## config.mk

```make
export PLATFORM = sky130hd
export DESIGN_NAME = mmio_console
export DESIGN_NICKNAME = d
export VERILOG_FILES = /design/src/rtl/mmio_console_pkg.sv /design/src/rtl/console_fifo.sv /design/src/rtl/mmio_console.sv
export SDC_FILE = /design/constraint.sdc
export NUM_CORES = 1
export LEC_CHECK = 0
export ABC_CLOCK_PERIOD_IN_PS = 7100
export CAP_MARGIN = 10
export CORE_UTILIZATION = 25
export DETAILED_ROUTE_END_ITERATION = 10
export SYNTH_ARGS = -nofsm -noshare
export SYNTH_HDL_FRONTEND = slang
export SYNTH_SLANG_ARGS = --single-unit
export TNS_END_PERCENT = 20
```

## constraint.sdc

```tcl
create_clock -name clk -period 7.1 [get_ports clk]
set_clock_uncertainty 0.05 [all_clocks]
set_input_delay 1.42 -clock clk [delete_from_list [all_inputs] [get_ports clk]]
set_output_delay 1.42 -clock clk [all_outputs]
set_load 0.1 [all_outputs]
```

## src/rtl/mmio_console_pkg.sv

```systemverilog
// Shared definitions for the MMIO console responder: window addresses,
// default UART/FIFO sizing, FSM state encodings and the status register
// layout.
package mmio_console_pkg;

    localparam logic [31:0] MMIO_PUTC = 32'h8000_001C;
    localparam logic [31:0] MMIO_GETC = 32'h8000_0020;
    localparam logic [31:0] MMIO_STAT = 32'h8000_0024;
    localparam logic [31:0] MMIO_EXIT = 32'h8000_002C;

    localparam int unsigned MMIO_BAUD_DIV = 868;
    localparam int unsigned MMIO_TX_DEPTH = 16;

    // GETC value when no received byte is pending
    localparam logic [31:0] GETC_EMPTY = 32'hFFFF_FFFF;

    typedef enum logic [1:0] {TX_IDLE, TX_START, TX_DATA, TX_STOP} tx_state_t;
    typedef enum logic [1:0] {RX_IDLE, RX_START, RX_DATA, RX_STOP} rx_state_t;

    // Status register, bit 0 is rx_valid
    typedef struct packed {
        logic tx_ovr;
        logic frm_err;
        logic rx_ovr;
        logic tx_idle;
        logic tx_full;
        logic rx_valid;
    } stat_t;

endpackage

```

## src/rtl/console_fifo.sv

```systemverilog
// Synchronous show-ahead FIFO for console TX bytes.
// Ports: clk, resetb (async active-low), push/wdata, pop/rdata_c (head
// entry, combinational), full/empty (registered).
// Pointers carry one extra wrap bit to tell full from empty.
module console_fifo #(
    parameter int unsigned DEPTH = 16,
    parameter int unsigned WIDTH = 8
) (
    input  logic             clk,
    input  logic             resetb,
    input  logic             push,
    input  logic [WIDTH-1:0] wdata,
    input  logic             pop,
    output logic [WIDTH-1:0] rdata_c,
    output logic             full,
    output logic             empty
);

    localparam int unsigned AW = $clog2(DEPTH);
    localparam int unsigned PW = AW + 1;

    logic [WIDTH-1:0] mem [DEPTH];
    logic [PW-1:0]    wr_ptr;
    logic [PW-1:0]    rd_ptr;
    logic [PW-1:0]    wr_ptr_nxt;
    logic [PW-1:0]    rd_ptr_nxt;
    logic             do_push;
    logic             do_pop;

    // A push into a full FIFO is dropped even when a pop happens alongside
    always_comb begin
        do_push    = push && !full;
        do_pop     = pop && !empty;
        wr_ptr_nxt = wr_ptr + PW'(do_push);
        rd_ptr_nxt = rd_ptr + PW'(do_pop);
    end

    // Pointers and flags, flags derived from the next pointers
    always_ff @(posedge clk or negedge resetb) begin
        if (!resetb) begin
            wr_ptr <= '0;
            rd_ptr <= '0;
            full   <= 1'b0;
            empty  <= 1'b1;
        end else begin
            wr_ptr <= wr_ptr_nxt;
            rd_ptr <= rd_ptr_nxt;
            empty  <= (wr_ptr_nxt == rd_ptr_nxt);
            full   <= (wr_ptr_nxt[AW-1:0] == rd_ptr_nxt[AW-1:0]) &&
                      (wr_ptr_nxt[AW] != rd_ptr_nxt[AW]);
        end
    end

    // Storage
    always_ff @(posedge clk) begin
        if (do_push) begin
            mem[wr_ptr[AW-1:0]] <= wdata;
        end
    end

    assign rdata_c = mem[rd_ptr[AW-1:0]];

endmodule

```

## src/rtl/mmio_console.sv

```systemverilog
// MMIO console responder beside dmem: PUTC bytes go out a UART TX pin,
// UART RX bytes come back on GETC reads, EXIT writes are latched.
// Ports: clk, resetb (async active-low); dmem write port (wready, waddr,
// wdata, wstrb); dmem read port (rready, raddr -> rresp, rdata one cycle
// later); uart_tx/uart_rx; exit_valid/exit_code; rx_irq (= rx_valid).
// Build option: MMIO_CONSOLE_LOOPBACK_EN feeds the internal TX line into
// the RX synchronizer, ignores uart_rx and holds uart_tx high.
module mmio_console
    import mmio_console_pkg::*;
#(
    parameter logic [31:0] PUTC_ADDR = MMIO_PUTC,
    parameter logic [31:0] GETC_ADDR = MMIO_GETC,
    parameter logic [31:0] EXIT_ADDR = MMIO_EXIT,
    parameter logic [31:0] STAT_ADDR = MMIO_STAT,
    parameter int unsigned BAUD_DIV  = MMIO_BAUD_DIV,
    parameter int unsigned TX_DEPTH  = MMIO_TX_DEPTH
) (
    input  logic        clk,
    input  logic        resetb,
    input  logic        dmem_wready,
    input  logic [31:0] dmem_waddr,
    input  logic [31:0] dmem_wdata,
    input  logic [3:0]  dmem_wstrb,
    input  logic        dmem_rready,
    input  logic [31:0] dmem_raddr,
    output logic        dmem_rresp,
    output logic [31:0] dmem_rdata,
    output logic        uart_tx,
    input  logic        uart_rx,
    output logic        exit_valid,
    output logic [31:0] exit_code,
    output logic        rx_irq
);

    localparam int unsigned CNT_W = $clog2(BAUD_DIV);
    localparam logic [CNT_W-1:0] CNT_LAST = CNT_W'(BAUD_DIV - 1);
    localparam logic [CNT_W-1:0] CNT_HALF = CNT_W'(BAUD_DIV / 2 - 1);

    tx_state_t        tx_state;
    logic [CNT_W-1:0] tx_cnt;
    logic [2:0]       tx_idx;
    logic [7:0]       tx_shreg;
    logic             tx_line;

    rx_state_t        rx_state;
    logic [CNT_W-1:0] rx_cnt;
    logic [2:0]       rx_idx;
    logic [7:0]       rx_shreg;
    logic             rx_in;
    logic             rx_s1, rx_s2, rx_s3;
    logic [7:0]       rx_byte;
    logic             rx_valid;
    logic             rx_ovr, frm_err, tx_ovr;

    logic             fifo_full, fifo_empty;
    logic [7:0]       fifo_rdata_c;

    logic             putc_wr, exit_wr, getc_rd, stat_rd;
    logic             tx_pop, rx_pop, rx_ok, rx_err;
    stat_t            stat;
    logic [31:0]      rd_val;
    logic             unused_wstrb;

    assign unused_wstrb = ^dmem_wstrb[3:1];

    // Strobe decode and event terms shared by the FSMs and flags
    always_comb begin
        putc_wr = dmem_wready && (dmem_waddr == PUTC_ADDR) && dmem_wstrb[0];
        exit_wr = dmem_wready && (dmem_waddr == EXIT_ADDR);
        getc_rd = dmem_rready && (dmem_raddr == GETC_ADDR);
        stat_rd = dmem_rready && (dmem_raddr == STAT_ADDR);
        rx_pop  = getc_rd && rx_valid;
        // Pop from IDLE, or straight out of STOP so frames run back to back
        tx_pop  = !fifo_empty && ((tx_state == TX_IDLE) ||
                  ((tx_state == TX_STOP) && (tx_cnt == '0)));
        rx_ok   = (rx_state == RX_STOP) && (rx_cnt == '0) && rx_s2;
        rx_err  = (rx_state == RX_STOP) && (rx_cnt == '0) && !rx_s2;
    end

    console_fifo #(
        .DEPTH (TX_DEPTH),
        .WIDTH (8)
    ) u_tx_fifo (
        .clk     (clk),
        .resetb  (resetb),
        .push    (putc_wr),
        .wdata   (dmem_wdata[7:0]),
        .pop     (tx_pop),
        .rdata_c (fifo_rdata_c),
        .full    (fifo_full),
        .empty   (fifo_empty)
    );

    // TX FSM: 8N1, LSB first, each state held BAUD_DIV cycles
    always_ff @(posedge clk or negedge resetb) begin
        if (!resetb) begin
            tx_state <= TX_IDLE;
            tx_cnt   <= '0;
            tx_idx   <= '0;
            tx_shreg <= '0;
            tx_line  <= 1'b1;
        end else begin
            case (tx_state)
                TX_IDLE: begin
                    if (tx_pop) begin
                        tx_shreg <= fifo_rdata_c;
                        tx_cnt   <= CNT_LAST;
                        tx_line  <= 1'b0;
                        tx_state <= TX_START;
                    end
                end
                TX_START: begin
                    if (tx_cnt == '0) begin
                        tx_cnt   <= CNT_LAST;
                        tx_idx   <= '0;
                        tx_line  <= tx_shreg[0];
                        tx_state <= TX_DATA;
                    end else begin
                        tx_cnt <= tx_cnt - CNT_W'(1);
                    end
                end
                TX_DATA: begin
                    if (tx_cnt == '0) begin
                        tx_cnt <= CNT_LAST;
                        if (tx_idx == 3'd7) begin
                            tx_line  <= 1'b1;
                            tx_state <= TX_STOP;
                        end else begin
                            tx_idx   <= tx_idx + 3'd1;
                            tx_shreg <= {1'b0, tx_shreg[7:1]};
                            tx_line  <= tx_shreg[1];
                        end
                    end else begin
                        tx_cnt <= tx_cnt - CNT_W'(1);
                    end
                end
                TX_STOP: begin
                    if (tx_cnt == '0) begin
                        if (tx_pop) begin
                            tx_shreg <= fifo_rdata_c;
                            tx_cnt   <= CNT_LAST;
                            tx_line  <= 1'b0;
                            tx_state <= TX_START;
                        end else begin
                            tx_state <= TX_IDLE;
                        end
                    end else begin
                        tx_cnt <= tx_cnt - CNT_W'(1);
                    end
                end
                default: tx_state <= TX_IDLE;
            endcase
        end
    end

`ifdef MMIO_CONSOLE_LOOPBACK_EN
    logic unused_rx;
    assign unused_rx = uart_rx;
    assign rx_in     = tx_line;
    assign uart_tx   = 1'b1;
`else
    assign rx_in     = uart_rx;
    assign uart_tx   = tx_line;
`endif

    // RX synchronizer plus one history flop for falling-edge detection
    always_ff @(posedge clk or negedge resetb) begin
        if (!resetb) begin
            rx_s1 <= 1'b1;
            rx_s2 <= 1'b1;
            rx_s3 <= 1'b1;
        end else begin
            rx_s1 <= rx_in;
            rx_s2 <= rx_s1;
            rx_s3 <= rx_s2;
        end
    end

    // RX FSM: start bit rechecked at mid-bit, then one sample per bit time
    always_ff @(posedge clk or negedge resetb) begin
        if (!resetb) begin
            rx_state <= RX_IDLE;
            rx_cnt   <= '0;
            rx_idx   <= '0;
            rx_shreg <= '0;
        end else begin
            case (rx_state)
                RX_IDLE: begin
                    if (rx_s3 && !rx_s2) begin
                        rx_cnt   <= CNT_HALF;
                        rx_state <= RX_START;
                    end
                end
                RX_START: begin
                    if (rx_cnt == '0) begin
                        if (rx_s2) begin
                            rx_state <= RX_IDLE;
                        end else begin
                            rx_cnt   <= CNT_LAST;
                            rx_idx   <= '0;
                            rx_state <= RX_DATA;
                        end
                    end else begin
                        rx_cnt <= rx_cnt - CNT_W'(1);
                    end
                end
                RX_DATA: begin
                    if (rx_cnt == '0) begin
                        rx_shreg <= {rx_s2, rx_shreg[7:1]};
                        rx_cnt   <= CNT_LAST;
                        if (rx_idx == 3'd7) begin
                            rx_state <= RX_STOP;
                        end else begin
                            rx_idx <= rx_idx + 3'd1;
                        end
                    end else begin
                        rx_cnt <= rx_cnt - CNT_W'(1);
                    end
                end
                RX_STOP: begin
                    if (rx_cnt == '0) begin
                        rx_state <= RX_IDLE;
                    end else begin
                        rx_cnt <= rx_cnt - CNT_W'(1);
                    end
                end
                default: rx_state <= RX_IDLE;
            endcase
        end
    end

    // Sticky flags: a set in the same cycle as the clearing read wins
    always_ff @(posedge clk or negedge resetb) begin
        if (!resetb) begin
            rx_byte    <= '0;
            rx_valid   <= 1'b0;
            rx_ovr     <= 1'b0;
            frm_err    <= 1'b0;
            tx_ovr     <= 1'b0;
            exit_valid <= 1'b0;
            exit_code  <= '0;
        end else begin
            if (rx_ok) begin
                rx_byte <= rx_shreg;
            end
            rx_valid <= rx_ok || (rx_valid && !rx_pop);
            rx_ovr   <= (rx_ok && rx_valid && !rx_pop) || (rx_ovr && !stat_rd);
            frm_err  <= rx_err || (frm_err && !stat_rd);
            tx_ovr   <= (putc_wr && fifo_full) || (tx_ovr && !stat_rd);
            if (exit_wr) begin
                exit_valid <= 1'b1;
                if (!exit_valid) begin
                    exit_code <= dmem_wdata;
                end
            end
        end
    end

    // Read mux
    always_comb begin
        stat.tx_ovr   = tx_ovr;
        stat.frm_err  = frm_err;
        stat.rx_ovr   = rx_ovr;
        stat.tx_idle  = fifo_empty && (tx_state == TX_IDLE);
        stat.tx_full  = fifo_full;
        stat.rx_valid = rx_valid;
        rd_val        = '0;
        if (getc_rd) begin
            rd_val = rx_valid ? {24'h0, rx_byte} : GETC_EMPTY;
        end else if (stat_rd) begin
            rd_val = 32'(stat);
        end
    end

    // Registered read response, one cycle after the strobe
    always_ff @(posedge clk or negedge resetb) begin
        if (!resetb) begin
            dmem_rresp <= 1'b0;
            dmem_rdata <= '0;
        end else begin
            dmem_rresp <= dmem_rready;
            dmem_rdata <= dmem_rready ? rd_val : '0;
        end
    end

    assign rx_irq = rx_valid;

endmodule

```

==> images/layer_met1.png <==
Supply wires on this layer in gray.
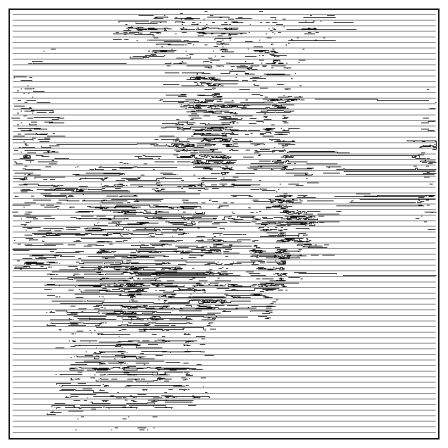
longest straight run	68.1 µm
nets with wire on the layer	927
Post-Route WL: 24.0 mm
via count of the routed design: 6709
M1 GR Usage: 0.140

==> images/layer_met2.png <==
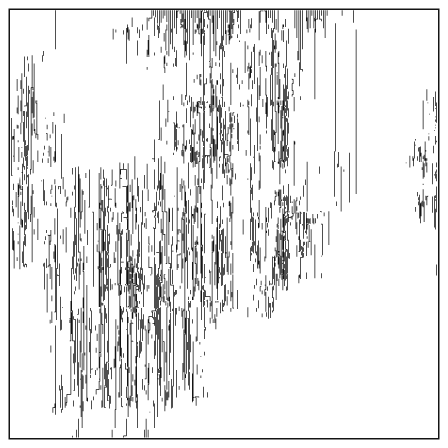
main direction	vertical
longest straight run	80.2 µm
share of all routed wire	49%
nets with wire on the layer	909
GR Layer Usage met2: 0.181

==> Changelog: implementation <==
### Metrics

* Clk_lat worst skew at 0.55 ns
* Mux share of post-synthesis cell area at 0.126
* Data arrival, critical path at 5.02 ns
* Rows at 75
* Sequential power share at 0.467
* GP Congestion at 0.801
* Met2 routed WL at 11.6 mm
* Number of enable flip-flop cells at 128
* Area grow syn2layout at 28.0%
* Residual DRC at 0
* Largest net degree at the start of global routing at 62
* Dpl cell area at 0.0128 mm²
* XOR Share, Synth at 0.00981
* Synth async-reset ratio at 0.478
* Inserted Diodes at 0
* Logic pwr share at 0.120
* Die x size at 209 µm
* Vias per cell at 4.56
* Hold path start: rx_s1
* Post_cts resized at 0
* H-tree depth at 1
* Startpoint types: primary input
* Maxcap violations at 0
* Comb pwr at 401 µW
* First-pass GRT wire length at 37.7 mm
* Status: finished, final reports clean
* P_seq at 1560 µW
* RSZ-0062 raised after global routing: false
* Fin util at 0.325
* Total grt overflow at 0
* Routed length on met3 at 1.06 mm
* Max power group: registers
* Crit path setup slack, layout at 2.50 ns
* Top cells by count, synth: edfxtp_1 (128), dfrtp_1 (112), nor2_1 (62)
* Crit end category: register
* R2r setup slk at 3.77 ns
* Routed WL per cell at 16.3 µm
* Cts hold-fix bufs at 0
* Fillers at 4138
* Crit path cell chain: clkdlybuf4s50_1, nor4b_1, nand4_1, nor4_1, ha_1, ha_1, xor2_1, xor2_1, or4_1, nor2b_1
* Number of global-route vias before repair at 6723
* Die Ht at 209 µm
* OpenROAD warnings at 38
* Reg2reg start: tx_cnt[2]
* Seq share, synth at 0.633
* Fmax at 0.217 GHz
* Number of logic gates at 438
* Setup_tns at 0 ns
* Met1 Routed Length at 10.7 mm
* Critical path depth at 10
* Comb area leader: multiplexers
* Share of cells above drive strength 1 at 0.162
* Die ar. at 0.0437 mm²
* IO Count at 173
* Initial DRC Count at 355
* Num sequential at 245
* Max-slew violations at 0
* Flops after synth at 245
* Clk. pwr at 1380 µW
* CTS buffer count at 28
* Avg Inst Size Synth at 14.2 µm²
* Storage cell area at 0.00678 mm²
* # clock sinks at 245
==> images/layer_met3.png <==
Bar = 50 µm. Cells faint in the background.
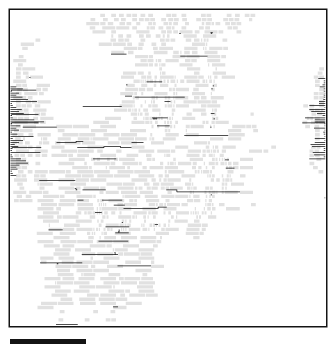
wire length on this layer	1060 µm
nets with wire on the layer	109
longest straight run	41.6 µm
share of all routed wire	4.4%
main direction	horizontal
met3 usage: 0.0195

Power and IR drop assume default switching activity.
